`config.mk`:
```
export PLATFORM = sky130hd
export DESIGN_NAME = led_matrix_scan
export DESIGN_NICKNAME = d
export VERILOG_FILES = /design/src/rtl/led_matrix_scan_pkg.sv /design/src/rtl/led_matrix_scan_scan_timer.sv /design/src/rtl/led_matrix_scan.sv
export SDC_FILE = /design/constraint.sdc
export NUM_CORES = 1
export LEC_CHECK = 0
export CAP_MARGIN = 20
export CELL_PAD_IN_SITES_DETAIL_PLACEMENT = 1
export CELL_PAD_IN_SITES_GLOBAL_PLACEMENT = 1
export CORE_MARGIN = 2
export CORE_UTILIZATION = 30
export DETAILED_ROUTE_END_ITERATION = 12
export PLACE_DENSITY_LB_ADDON = 0.12
export SLEW_MARGIN = 20
export SYNTH_ARGS = -nofsm -noshare
export SYNTH_HDL_FRONTEND = slang
export SYNTH_SLANG_ARGS = --single-unit
```
`constraint.sdc`:
```
create_clock -name CLK -period 6.8 [get_ports CLK]
set_input_delay 1.36 -clock CLK [delete_from_list [all_inputs] [get_ports CLK]]
set_output_delay 1.36 -clock CLK [all_outputs]
set_load 0.05 [all_outputs]
```
`src/rtl/led_matrix_scan_pkg.sv`:
```
// Shared constants and types for the LED matrix row scanner.
package led_matrix_scan_pkg;

  localparam int unsigned ROWS  = 8;
  localparam int unsigned ROW_W = 3;
  localparam int unsigned CNT_W = 16;

  localparam logic [7:0] OFF_ROW = 8'hFF;

  // One matrix row: active-low red, green and blue column bits.
  typedef struct packed {
    logic [7:0] r;
    logic [7:0] g;
    logic [7:0] b;
  } rgb_row_t;

  localparam rgb_row_t OFF_RGB = '{r: OFF_ROW, g: OFF_ROW, b: OFF_ROW};

  // Bank swap control: idle (accepting traffic) or waiting for frame end.
  typedef enum logic {
    SW_IDLE    = 1'b0,
    SW_PENDING = 1'b1
  } swap_state_t;

endpackage

```
`src/rtl/led_matrix_scan_scan_timer.sv`:
```
// Row dwell timer: divides CLK into row slots and flags blanking and frame end.
module scan_timer
  import led_matrix_scan_pkg::*;
#(
  parameter int unsigned SCAN_DIV  = 5001,
  parameter int unsigned BLANK_CYC = 64
) (
  input  logic             clk,
  input  logic             clear,
  output logic [ROW_W-1:0] row_idx,
  output logic             blank_c,
  output logic             frame_end_c
);

  localparam logic [CNT_W-1:0] LAST_CNT  = CNT_W'(SCAN_DIV - 1);
  localparam logic [CNT_W-1:0] BLANK_END = CNT_W'(BLANK_CYC);
  localparam logic [ROW_W-1:0] LAST_ROW  = ROW_W'(ROWS - 1);

  logic [CNT_W-1:0] div_cnt;
  logic             dwell_last_c;

  // Decode the counter state into dwell end, blanking window and frame end.
  always_comb begin
    dwell_last_c = (div_cnt == LAST_CNT);
    blank_c      = (div_cnt < BLANK_END);
    frame_end_c  = dwell_last_c && (row_idx == LAST_ROW);
  end

  // Advance the dwell counter and step to the next row when it wraps.
  always_ff @(posedge clk) begin
    if (clear) begin
      div_cnt <= '0;
      row_idx <= '0;
    end else if (dwell_last_c) begin
      div_cnt <= '0;
      row_idx <= row_idx + ROW_W'(1);
    end else begin
      div_cnt <= div_cnt + CNT_W'(1);
    end
  end

endmodule

```
`src/rtl/led_matrix_scan.sv`:
```
// Double-buffered 8x8 RGB LED matrix scanner with tear-free frame swaps.
module led_matrix_scan
  import led_matrix_scan_pkg::*;
#(
  parameter int unsigned SCAN_DIV  = 5001,
  parameter int unsigned BLANK_CYC = 64
) (
  input  logic       CLK,
  input  logic       clear,
  input  logic       wr_en,
  input  logic [2:0] wr_row,
  input  logic [7:0] wr_r,
  input  logic [7:0] wr_g,
  input  logic [7:0] wr_b,
  input  logic       commit,
  output logic       wr_ready,
  output logic [7:0] DATA_R,
  output logic [7:0] DATA_G,
  output logic [7:0] DATA_B,
  output logic [2:0] COMM,
  output logic       EN,
  output logic       frame_done
);

  logic [ROW_W-1:0] row_idx;
  logic             blank_c;
  logic             frame_end_c;

  swap_state_t state;
  swap_state_t state_next;
  logic        front_sel;
  logic        back_sel;

  logic accept_wr_c;
  logic accept_commit_c;
  logic swap_c;

  rgb_row_t bank_mem [2][ROWS];
  rgb_row_t front_row_c;
  rgb_row_t wr_data_c;

  scan_timer #(
    .SCAN_DIV  (SCAN_DIV),
    .BLANK_CYC (BLANK_CYC)
  ) u_scan_timer (
    .clk         (CLK),
    .clear       (clear),
    .row_idx     (row_idx),
    .blank_c     (blank_c),
    .frame_end_c (frame_end_c)
  );

  assign back_sel = ~front_sel;

  // Swap control state register.
  always_ff @(posedge CLK) begin
    if (clear) begin
      state <= SW_IDLE;
    end else begin
      state <= state_next;
    end
  end

  // Next state: a commit arms the swap, the frame boundary fires it.
  always_comb begin
    state_next = state;
    case (state)
      SW_IDLE:    if (accept_commit_c) state_next = SW_PENDING;
      SW_PENDING: if (frame_end_c)     state_next = SW_IDLE;
      default:    state_next = SW_IDLE;
    endcase
  end

  // Swap control decodes: traffic is only taken while idle and out of clear.
  always_comb begin
    accept_wr_c     = wr_en  && wr_ready && !clear;
    accept_commit_c = commit && wr_ready && !clear;
    swap_c          = (state == SW_PENDING) && frame_end_c;
  end

  // Ready flag tracks the idle state one edge ahead so it is a flop output.
  always_ff @(posedge CLK) begin
    if (clear) begin
      wr_ready <= 1'b1;
    end else begin
      wr_ready <= (state_next == SW_IDLE);
    end
  end

  // Front bank pointer flips only on the last cycle of row 7.
  always_ff @(posedge CLK) begin
    if (clear) begin
      front_sel <= 1'b0;
    end else if (swap_c) begin
      front_sel <= ~front_sel;
    end
  end

  // Row data paths for the write port and the display read.
  always_comb begin
    wr_data_c   = {wr_r, wr_g, wr_b};
    front_row_c = bank_mem[front_sel][row_idx];
  end

  // Bank storage: clear blanks both banks, writes land in the back bank.
  always_ff @(posedge CLK) begin
    if (clear) begin
      for (int b = 0; b < 2; b++) begin
        for (int r = 0; r < ROWS; r++) begin
          bank_mem[b][r] <= OFF_RGB;
        end
      end
    end else if (accept_wr_c) begin
      bank_mem[back_sel][wr_row] <= wr_data_c;
    end
  end

  // Registered pin drive: blank window forces all colours off.
  always_ff @(posedge CLK) begin
    if (clear) begin
      DATA_R     <= OFF_ROW;
      DATA_G     <= OFF_ROW;
      DATA_B     <= OFF_ROW;
      COMM       <= '0;
      EN         <= 1'b0;
      frame_done <= 1'b0;
    end else begin
      DATA_R     <= blank_c ? OFF_ROW : front_row_c.r;
      DATA_G     <= blank_c ? OFF_ROW : front_row_c.g;
      DATA_B     <= blank_c ? OFF_ROW : front_row_c.b;
      COMM       <= row_idx;
      EN         <= 1'b1;
      frame_done <= frame_end_c;
    end
  end

endmodule

```
==> images/port_trees.png <==
The bar under the picture is 100 microns long.
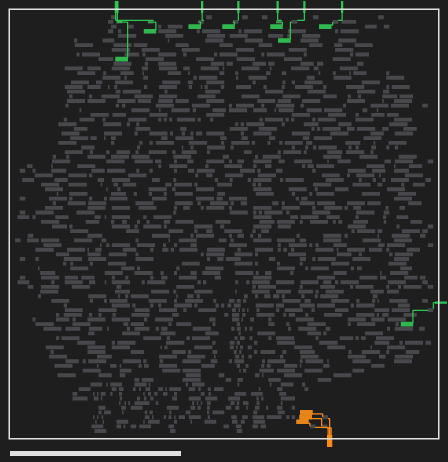
legend:
  `COMM`:
    color: orange
    bits: 3
    direction: output
    end_cells: 3
    buffers: 3
    wire: 53.9 microns
  `DATA_G`:
    color: green
    bits: 8
    direction: output
    end_cells: 8
    buffers: 8
    wire: 158 microns

==> results.cfg <==
; synthesis and place-and-route metrics
[timing]
timing.fmax_mhz = 236
finalHoldViolCount = 0
skew_ps = 12.3
fin_tns_setup_ps = 0
final-setup-viol-count = 0

[run]
cap_viol_max_count = 0

[floorplan]
row_count = 90
core-area_sq_um = 60200
initial_core_util_pct = 30.2

[logic_synthesis]
synthTopCellsByArea = edfxtp_1, mux4_2, dfxtp_1
synth_area_leader_cell = edfxtp_1
synth_top_area_share_pct = 63.3
yosysCellCount = 1118

[route]
ant_nets = 0
routed_wl_mm = 47.8
drcViolationCount = 0
drtIter0Drc = 532
vias = 9624

[critical_path]
worstSetupPathDepth = 7
critPathMaxStageDelay_ps = 770

[pwr]
clock_power_share_pct = 46.5
comb_power_share_pct = 2.9

[outcome]
status = complete, no violations

[global_route]
antenna_found_initial = 0
first_global_vias = 10600
grt_usage_pct = 15.6

[hold_path]
hold_path_class = register to register

[placement]
placedCellCount = 1909

[clock_network]
cts_tree = yes

[layout]
drive_gt1_share_pct = 31.6
fin_nets = 1215
==> images/closeup.png <==
The bar under the picture is 10 microns long. Region (50, 50) to (75, 75) microns. Cells in gray, sequential cells in the stronger gray; small squares are vias.
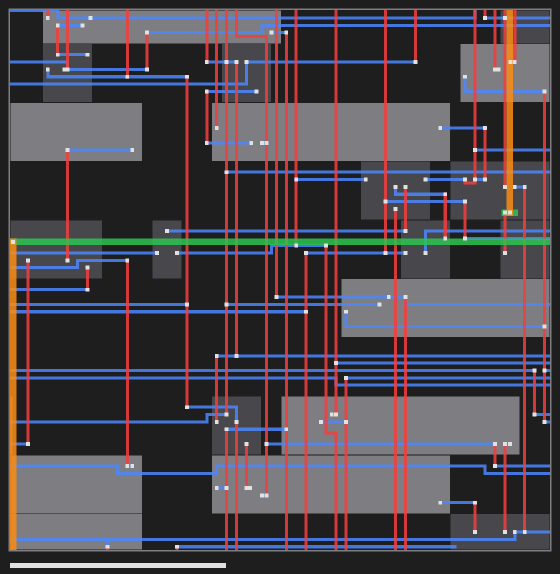
legend:
  M2:
    color: red
  M1:
    color: blue
  M3:
    color: green
  M4:
    color: orange
netlist names of flops here include: `bank_mem` (8)
cells with their middle in the window: 17
sequential cells in the window: 8
most frequent: edfxtp_1 (8), mux4_2 (3), or2_2 (2)

==> stage by stage <==
step                power (mW)  instance area (sq um)  hold slack, ps
finish                    5.86                  21400             462
global route              6.05                  21400             498
CTS                       5.95                  21400             474
detailed placement        3.20                  19700             459
global placement          3.20                  19700             441
floorplan                 3.09                  18200             425
==> power groups by stage <==
stage                     sequential, mW  combinational [mW]  clock [mW]
after global routing                2.97               0.187        2.89
after CTS                           2.96               0.178        2.81
after global placement              3.02               0.176           0
after detailed placement            3.02               0.178           0
after floorplan                     3.02              0.0733           0
final                               2.96               0.170        2.73
==> worst min-delay path by stage <==
stage	start	end	slack [ps]	cells after the start
2_1_floorplan	u_scan_timer.div_cnt[0]	u_scan_timer.div_cnt[0]	430	1
3_3_place_gp	u_scan_timer.div_cnt[0]	u_scan_timer.div_cnt[0]	440	1
3_5_place_dp	u_scan_timer.div_cnt[0]	u_scan_timer.div_cnt[0]	460	1
4_1_cts	u_scan_timer.div_cnt[0]	u_scan_timer.div_cnt[0]	470	1
5_1_grt	u_scan_timer.div_cnt[0]	u_scan_timer.div_cnt[0]	500	1
6_report	u_scan_timer.div_cnt[0]	u_scan_timer.div_cnt[0]	460	1
==> sequential cells by signal, indices dropped and copies added (netlist names), named ones only <==
signal,count
COMM,3
DATA_B,8
DATA_G,8
DATA_R,8
EN,1
bank_mem,384
frame_done,1
front_sel,1
state,1
u_scan_timer.div_cnt,16
u_scan_timer.row_idx,3
wr_ready,1
==> layout make-up <==
cell class	count	area, sq um
multi-input cells	608	5400
inverters	6	22.5
repair buffers	77	741
clock inverters	14	118
fillers	6033	38900
well taps	782	978
clock buffers	81	1550
flip-flops and latches	436	12600
==> per-layer routing <==
metal | vias to the layer above | GRT usage (%)
met5 | - | 0
met4 | 0 | 4.86
met3 | 66 | 1.92
met2 | 146 | 26.4
met1 | 5052 | 20.8
li1 | 4360 | -
==> cell families after synthesis <==
group           after synthesis  share of synthesized area, %
flops                       436                          69.0
simple gates                382                          12.4
mux                         145                          13.5
buf+inv                      74                          1.70
compound gates               66                          2.61
xor+xnor                     11                         0.529
fa+ha+maj                     4                         0.275
==> placed cells by master (no fill, tap or decap), types with 3 or more instances in the layout <==
| master | count |
|---|---|
| a31o_2 | 3 |
| o21ai_0 | 3 |
| nand2b_1 | 122 |
| and2_1 | 3 |
| xnor2_1 | 6 |
| nor2b_1 | 29 |
| a21oi_1 | 7 |
| or2_2 | 125 |
| clkinv_2 | 6 |
| nand4_1 | 10 |
| xor2_1 | 5 |
| nand2_2 | 8 |
| nor3_1 | 4 |
| mux4_2 | 73 |
| clkbuf_8 | 12 |
| clkbuf_16 | 53 |
| buf_4 | 16 |
| inv_1 | 6 |
| nor2_1 | 19 |
| clkdlybuf4s50_1 | 60 |
| mux2i_1 | 3 |
| o311ai_0 | 23 |
| clkbuf_1 | 16 |
| clkinv_1 | 5 |
| nand3_1 | 7 |
| edfxtp_1 | 384 |
| ha_1 | 4 |
| dfxtp_1 | 48 |
| nand2_1 | 34 |
| o22ai_1 | 23 |
| mux2_2 | 69 |
Power is estimated from default activity; no workload was simulated.
